==> images/ff_map.png <==
The bar under the picture is 100 um long.
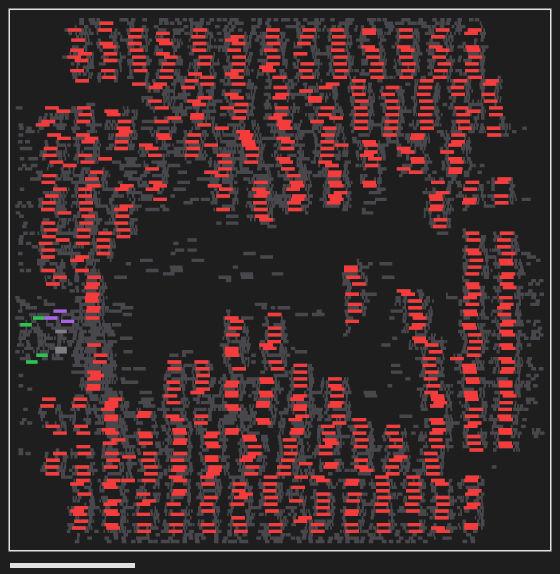
==> images/placed.png <==
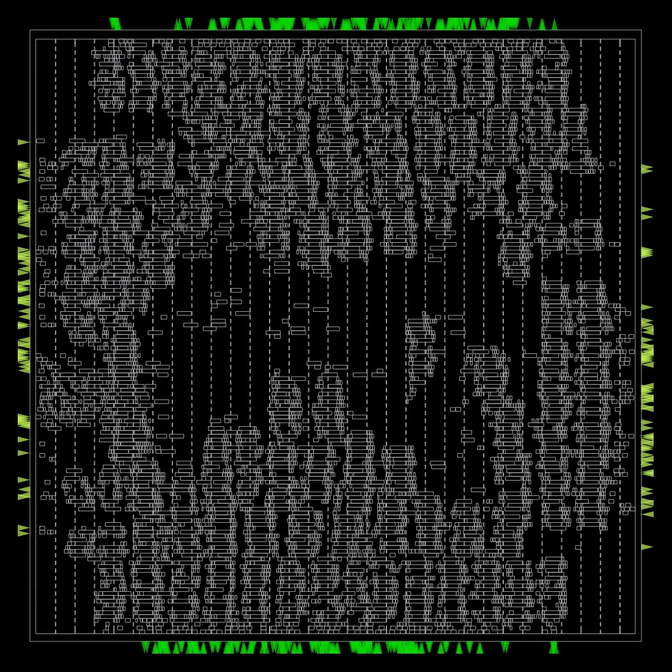
==> images/route_heat.png <==
22 x 22 tiles, from dark blue (low) to red (high), scaled to the fullest tile. Values are wire area over tile area, all layers added.
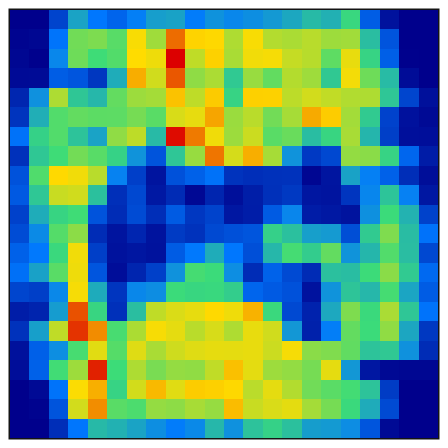
**src/rtl/inst_queue_if.sv**
```systemverilog
// Fetch/decode side signal bundle of the dual-issue instruction queue.
// The queue takes the slave modport; whoever drives fetch and decode takes master.
interface inst_queue_if #(
    parameter int DEPTH = 8,
    parameter int CW    = $clog2(DEPTH) + 1
);
    logic          flush;
    logic          in_en;
    logic [1:0]    issue;
    logic [31:0]   in1_pc;
    logic [31:0]   in1_npc;
    logic [31:0]   in1_inst;
    logic [31:0]   in2_pc;
    logic [31:0]   in2_npc;
    logic [31:0]   in2_inst;
    logic          stop;
    logic [1:0]    pop;
    logic [1:0]    out_valid;
    logic [31:0]   out1_pc;
    logic [31:0]   out1_npc;
    logic [31:0]   out1_inst;
    logic [31:0]   out2_pc;
    logic [31:0]   out2_npc;
    logic [31:0]   out2_inst;
    logic [CW-1:0] count;

    modport master (
        output flush, in_en, issue,
        output in1_pc, in1_npc, in1_inst, in2_pc, in2_npc, in2_inst,
        output pop,
        input  stop, out_valid, count,
        input  out1_pc, out1_npc, out1_inst, out2_pc, out2_npc, out2_inst
    );

    modport slave (
        input  flush, in_en, issue,
        input  in1_pc, in1_npc, in1_inst, in2_pc, in2_npc, in2_inst,
        input  pop,
        output stop, out_valid, count,
        output out1_pc, out1_npc, out1_inst, out2_pc, out2_npc, out2_inst
    );
endinterface

```
**src/rtl/inst_queue.sv**
```systemverilog
// Dual-issue instruction queue: up to two pushes from fetch and two retires
// by decode per cycle, head pair presented from registered state (no bypass).
module inst_queue #(
    parameter int DEPTH = 8,
    parameter int CW    = $clog2(DEPTH) + 1
) (
    input  logic        clk,
    input  logic        rst,
    inst_queue_if.slave q
);
    localparam int AW = $clog2(DEPTH);

    typedef struct packed {
        logic [31:0] pc;
        logic [31:0] npc;
        logic [31:0] inst;
    } entry_t;

    entry_t        mem_q [DEPTH];
    logic [AW-1:0] head_q, head_d;
    logic [AW-1:0] tail_q, tail_d;
    logic [CW-1:0] count_q, count_d;

    logic          stop;
    logic          push_ok;
    logic [1:0]    pop_req;
    logic [1:0]    npop;
    logic [1:0]    npush;
    logic          wr0_en, wr1_en;
    logic [AW-1:0] wr0_addr, wr1_addr;
    entry_t        wr0_data, wr1_data;
    entry_t        slot1, slot2;
    logic [AW-1:0] head1;

    assign stop = count_q > CW'(DEPTH - 2);

    always_comb begin
        slot1   = '{pc: q.in1_pc, npc: q.in1_npc, inst: q.in1_inst};
        slot2   = '{pc: q.in2_pc, npc: q.in2_npc, inst: q.in2_inst};
        push_ok = q.in_en & ~stop & ~q.flush;
        pop_req = (q.pop == 2'd3) ? 2'd2 : q.pop;
        // Clamp retires to occupancy at the start of the cycle; pushes this cycle are invisible.
        npop    = (CW'(pop_req) > count_q) ? count_q[1:0] : pop_req;
        npush   = 2'd0;
        if (push_ok) begin
            npush = (q.issue == 2'b11) ? 2'd2 : ((q.issue != 2'b00) ? 2'd1 : 2'd0);
        end
        // A lone slot (either one) always lands at tail; slot2 goes to tail+1 only for a pair.
        wr0_en   = push_ok & (q.issue != 2'b00);
        wr0_addr = tail_q;
        wr0_data = q.issue[1] ? slot1 : slot2;
        wr1_en   = push_ok & (q.issue == 2'b11);
        wr1_addr = tail_q + AW'(1);
        wr1_data = slot2;

        head_d  = head_q + AW'(npop);
        tail_d  = tail_q + AW'(npush);
        count_d = count_q + CW'(npush) - CW'(npop);
        if (q.flush) begin
            head_d  = '0;
            tail_d  = '0;
            count_d = '0;
        end
    end

    always_ff @(posedge clk or negedge rst) begin
        if (!rst) begin
            head_q  <= '0;
            tail_q  <= '0;
            count_q <= '0;
        end else begin
            head_q  <= head_d;
            tail_q  <= tail_d;
            count_q <= count_d;
        end
    end

    // Storage contents are don't-care after reset, so no reset term here.
    always_ff @(posedge clk) begin
        if (wr0_en) begin
            mem_q[wr0_addr] <= wr0_data;
        end
        if (wr1_en) begin
            mem_q[wr1_addr] <= wr1_data;
        end
    end

    always_comb begin
        head1       = head_q + AW'(1);
        q.stop      = stop;
        q.count     = count_q;
        q.out_valid = {count_q >= CW'(1), count_q >= CW'(2)};
        q.out1_pc   = '0;
        q.out1_npc  = '0;
        q.out1_inst = '0;
        q.out2_pc   = '0;
        q.out2_npc  = '0;
        q.out2_inst = '0;
        if (count_q >= CW'(1)) begin
            q.out1_pc   = mem_q[head_q].pc;
            q.out1_npc  = mem_q[head_q].npc;
            q.out1_inst = mem_q[head_q].inst;
        end
        if (count_q >= CW'(2)) begin
            q.out2_pc   = mem_q[head1].pc;
            q.out2_npc  = mem_q[head1].npc;
            q.out2_inst = mem_q[head1].inst;
        end
    end
endmodule

```
**src/flat_wrapper.sv**
```systemverilog
// flat-port wrapper written by rule: the top's interface ports become plain ports
module inst_queue_flat 
#(
    parameter int DEPTH = 8,
    parameter int CW    = $clog2(DEPTH) + 1
)
  (clk, rst, q_flush, q_in_en, q_issue, q_in1_pc, q_in1_npc, q_in1_inst, q_in2_pc, q_in2_npc, q_in2_inst, q_pop, q_stop, q_out_valid, q_count, q_out1_pc, q_out1_npc, q_out1_inst, q_out2_pc, q_out2_npc, q_out2_inst);
  inst_queue_if #(.DEPTH(DEPTH), .CW(CW)) q_i ();
  input  logic clk;
  input  logic rst;
  input wire logic [$bits(q_i.flush)-1:0] q_flush;
  input wire logic [$bits(q_i.in_en)-1:0] q_in_en;
  input wire logic [$bits(q_i.issue)-1:0] q_issue;
  input wire logic [$bits(q_i.in1_pc)-1:0] q_in1_pc;
  input wire logic [$bits(q_i.in1_npc)-1:0] q_in1_npc;
  input wire logic [$bits(q_i.in1_inst)-1:0] q_in1_inst;
  input wire logic [$bits(q_i.in2_pc)-1:0] q_in2_pc;
  input wire logic [$bits(q_i.in2_npc)-1:0] q_in2_npc;
  input wire logic [$bits(q_i.in2_inst)-1:0] q_in2_inst;
  input wire logic [$bits(q_i.pop)-1:0] q_pop;
  output wire logic [$bits(q_i.stop)-1:0] q_stop;
  output wire logic [$bits(q_i.out_valid)-1:0] q_out_valid;
  output wire logic [$bits(q_i.count)-1:0] q_count;
  output wire logic [$bits(q_i.out1_pc)-1:0] q_out1_pc;
  output wire logic [$bits(q_i.out1_npc)-1:0] q_out1_npc;
  output wire logic [$bits(q_i.out1_inst)-1:0] q_out1_inst;
  output wire logic [$bits(q_i.out2_pc)-1:0] q_out2_pc;
  output wire logic [$bits(q_i.out2_npc)-1:0] q_out2_npc;
  output wire logic [$bits(q_i.out2_inst)-1:0] q_out2_inst;
  assign q_i.flush = q_flush;
  assign q_i.in_en = q_in_en;
  assign q_i.issue = q_issue;
  assign q_i.in1_pc = q_in1_pc;
  assign q_i.in1_npc = q_in1_npc;
  assign q_i.in1_inst = q_in1_inst;
  assign q_i.in2_pc = q_in2_pc;
  assign q_i.in2_npc = q_in2_npc;
  assign q_i.in2_inst = q_in2_inst;
  assign q_i.pop = q_pop;
  assign q_stop = q_i.stop;
  assign q_out_valid = q_i.out_valid;
  assign q_count = q_i.count;
  assign q_out1_pc = q_i.out1_pc;
  assign q_out1_npc = q_i.out1_npc;
  assign q_out1_inst = q_i.out1_inst;
  assign q_out2_pc = q_i.out2_pc;
  assign q_out2_npc = q_i.out2_npc;
  assign q_out2_inst = q_i.out2_inst;
  inst_queue #(.DEPTH(DEPTH), .CW(CW)) u_core (.clk(clk), .rst(rst), .q(q_i));
endmodule
```
**config.mk**
```make
export PLATFORM = sky130hd
export DESIGN_NAME = inst_queue_flat
export DESIGN_NICKNAME = d
export VERILOG_FILES = /design/src/rtl/inst_queue_if.sv /design/src/rtl/inst_queue.sv /design/src/flat_wrapper.sv
export SDC_FILE = /design/constraint.sdc
export NUM_CORES = 2
export LEC_CHECK = 0
export ABC_AREA = 1
export ABC_CLOCK_PERIOD_IN_PS = 11000
export CAP_MARGIN = 10
export CORE_MARGIN = 4
export CORE_UTILIZATION = 30
export DETAILED_ROUTE_END_ITERATION = 12
export GPL_TIMING_DRIVEN = 0
export PLACE_DENSITY = 0.54
export REMOVE_ABC_BUFFERS = 1
export SLEW_MARGIN = 20
export SYNTH_ARGS = -nofsm -noshare
export SYNTH_HDL_FRONTEND = slang
export SYNTH_SLANG_ARGS = --single-unit
```
**constraint.sdc**
```tcl
create_clock -name clk -period 11 [get_ports clk]
set_input_delay 2.2 -clock clk [delete_from_list [all_inputs] [get_ports clk]]
set_output_delay 2.2 -clock clk [all_outputs]
set_load 0.01 [all_outputs]
```
==> results_slide.txt <==
Physical Implementation Snapshot

Outcome
  – Run status: complete, no violations

Global route
  – Largest net degree at the start of global routing: 138
  – Global-route wire length before repair: 333000 um
  – GRT Resource Usage Total: 0.240
  – Vias in the first global route: 49700
  – Total grt overflow: 0
  – Initial antenna violation count: 28

Die
  – Die footprint: 188000 sq um
  – Die extent in x: 434 um
  – FP Util: 0.303
  – Site row count: 155
  – Die H: 434 um
  – IO Pins: 399

Synth
  – Multiplexer share: 0
  – Largest area contributor in the netlist: edfxtp_1
  – YS warnings: 0
  – Flops & latches, synth: 778
  – Comb area leader: simple AND/OR/NAND/NOR gates
  – Fa+ha+maj area frac: 0.00493
  – Yosys aoi share: 0.187
  – Top cell type's share of synthesized area: 0.424
  – Xor/xnor share: 0.000990
  – Synth Area per Inst: 7.20 sq um
  – Gate Count Post-Synth: 7550
  – Post-synthesis cell area: 54300 sq um
  – Cell area leaders: edfxtp_1 (42%), nand2_1 (15%), nor2_1 (11%), o21bai_1 (11%), o21ai_0 (6.9%)
  – Number of cells in Yosys stat: 7550
  – Yosys synthesis chip area: 54300 sq um
  – Simple Share, Synth: 0.299
  – Seq/Total Area, Yosys: 0.429
  – Unique cell types: 34

STA
  – # setup viols final: 0
  – Fin crit period: 7430 ps
  – Max_slew headroom: 0.382
  – Slack of the critical path: 3570 ps
  – Fin. max-slew vios: 0
  – RSZ-0062 raised after global routing: false
  – Clk_skew: 26.2 ps
  – Worst slew pin tran: 917 ps
  – Setup TNS: 0 ps
  – Period utilisation layout: 0.676
  – Hold Violations, Final: 0
  – F_max: 135 MHz

Clock network
  – Clock Latency Late Sink: 710 ps
  – Htree depth: 3
  – CTS max path bufs: 3
  – CTS sink cnt: 778
  – Num CTS Buffers: 96
  – Clock Tree Root: clkbuf_16
  – PostCTS Resize Cnt: 0
  – Cts-stage hold buffer count: 0
  – Clock Pin Slew Worst Setup and Hold Paths: 60 ps
  – Setup Fix Bufs, Post-CTS: 0
  – TritonCTS clock tree: done

Critical path
  – Slowest CP cell: dfrtp_4
  – CP startpoint kind: register
  – CP Capture Type: primary output
  – CP dominant cell by count: buf_16
  – Crit-path cells: buf_16 -> buf_16 -> buf_16 -> buf_16 -> inv_8 -> buf_16 -> buf_16 -> o21ai_0 -> nand3_1 -> nand2_1 -> nor2_1 -> clkdlybuf4s50_1
  – Setup CP Type: reg -> out
  – R2R cell count: 12
  – Crit path DRT: 8800 ps
  – CP max FO: 137
  – Worst path max stage delay: 620 ps
  – Arrival time worst endpoint: 5230 ps

Hold path
  – Cells on Worst Hold Path: 2
  – Worst hold path type: reg -> reg

Power and ir drop
  – Total power: 0.0160 W
  – Leakage power: 25.0 nW
  – VDD IR max: 178 uV
  – PwrDens: 240 nW/um^2

Final layout
  – Post-layout util: 0.373
  – Nets: 7801
  – Share of post-route cells with drive strength above 1: 0.0637
  – Synth-to-Final Area Change: 22.9%

Job
  – Max-cap violations: 0
  – Tool warnings: 43

Routing
  – Post-Route WL: 233000 um
  – Drt pass-1 iters: 6
  – Vias: 53000
  – Drc violations: 0
  – Avg WL per Cell: 23.3 um
  – Drt first-iter violations: 5957
  – Final ANT Viol Nets: 0

Placement
  – Port buffer count: 398
  – DP HPWL: 151000 um
  – Pre-CTS WS: 4390 ps
  – Routability cong.: 0.766
-- ff_map.png (at the start) --
Key: red = `u_core.mem_q` [flops 768, where all over the die]; green = `u_core.q.count` [flops 4, where left middle]; purple = `u_core.head_q` [flops 3]
Another 3 sequential cells are not coloured.
storage element area: 23300 sq um
flop share of the area: 0.349

-- placed.png (at the start) --
Fillers: 18000
# Taps: 2355
Core Region: 179000 sq um

-- route_heat.png (at the start) --
The emptiest ninth of the die: middle. The fullest tile reaches 0.52. 40% of the tiles are over half the peak. The mean over all tiles is 0.21. 6.4% of the tiles are nearly empty.

## report_power, final
part / internal, W / switching, W / total, W
logic: 0.00354 / 0.00595 / 0.00949
registers: 0.00338 / 0.000103 / 0.00348
clock network: 0.00169 / 0.00134 / 0.00303
total: 0.00862 / 0.00739 / 0.0160
## cell type report
type / instances / area share
inverter: 321 / 0.0188
timing repair buffer: 617 / 0.142
multi-input combinational: 5768 / 0.402
tap: 2355 / 0.0441
antenna: 15 / 0.000562
sequential: 778 / 0.349
clock inverter: 54 / 0.00588
clock buffer: 123 / 0.0378
## sequential cells by signal, indices dropped and copies added (netlist names)
name            count
u_core.mem_q      768
u_core.head_q       3
u_core.tail_q       3
u_core.q.count      4
## cells in the mapped netlist
library cell and number:
clkinv_2 1, a21boi_0 1, buf_6 6, inv_4 1
o21ai_1 126, nand2_4 1, edfxtp_1 768, nor3_1 6
buf_2 231, a21oi_1 3, fa_1 4, clkbuf_2 1
nand4_4 4, o21ai_0 749, ha_1 15, nand4_1 1
nand2_8 2, or2_2 96, nand3_2 1, o21bai_1 768
xnor2_1 3, nor2_1 1554, buf_4 51, nand2_1 2130
nand3_4 4, inv_2 5, buf_1 72, and2_1 1
nand3_1 290, nor2_4 8, clkbuf_1 322, xnor2_4 1
inv_1 314, dfrtp_1 10
## stage by stage
stage	cells	area (sq um)	hold slack (ps)
after floorplan	6867	51200	726
after global placement	9620	58200	784
after detailed placement	9839	63800	783
after CTS	10000	66800	801
after global routing	10000	66800	854
final	10000	66800	817
## cell usage in the layout, fill, tap and decap left out, drive strengths merged
cell type      instances
nand2               2133
nor2                1562
o21ai                875
o21bai               768
edfxtp               768
clkdlybuf4s50        397
inv                  325
nand3                295
buf                  220
clkbuf               123
or2                   96
clkinv                43
diode                 15
ha                    15
dfrtp                 10
nor3                   6
nand4                  5
fa                     4
clkinvlp               4
xnor2                  4
a21oi                  3
bufinv                 3
a21boi                 1
and2                   1
## per-layer routing
| layer | up-vias | track usage | part of all wire |
|---|---|---|---|
| li1 | 24700 | - | - |
| met1 | 25000 | 0.322 | 0.41 |
| met2 | 2829 | 0.386 | 0.46 |
| met3 | 488 | 0.0298 | 0.089 |
| met4 | 2 | 0.108 | 0.045 |
| met5 | - | 0 | 0.000056 |
## path summary, 6_finish.rpt
check	slack (ps)	endpoint	startpoint
max reg2reg	6940	u_core.mem_q[3][77]$_DFFE_PP_	u_core.tail_q[0]$_DFF_PN0_
min in group asynchronous	1840	u_core.head_q[1]$_DFF_PN0_	rst
max in group asynchronous	8790	u_core.head_q[2]$_DFF_PN0_	rst
min	820	u_core.tail_q[2]$_DFF_PN0_	u_core.tail_q[2]$_DFF_PN0_
max	3570	q_out2_pc[5]	u_core.head_q[0]$_DFF_PN0_
min reg2reg	820	u_core.tail_q[2]$_DFF_PN0_	u_core.tail_q[2]$_DFF_PN0_
## critical path, delay by kind of cell (launching register included)
family	cells	cell delay, ps
buffers and inverters	8	2870
DFF	1	620
and+or+nand+nor	3	500
AOI/OAI and AO/OA	1	210
Power is estimated from default activity; no workload was simulated.
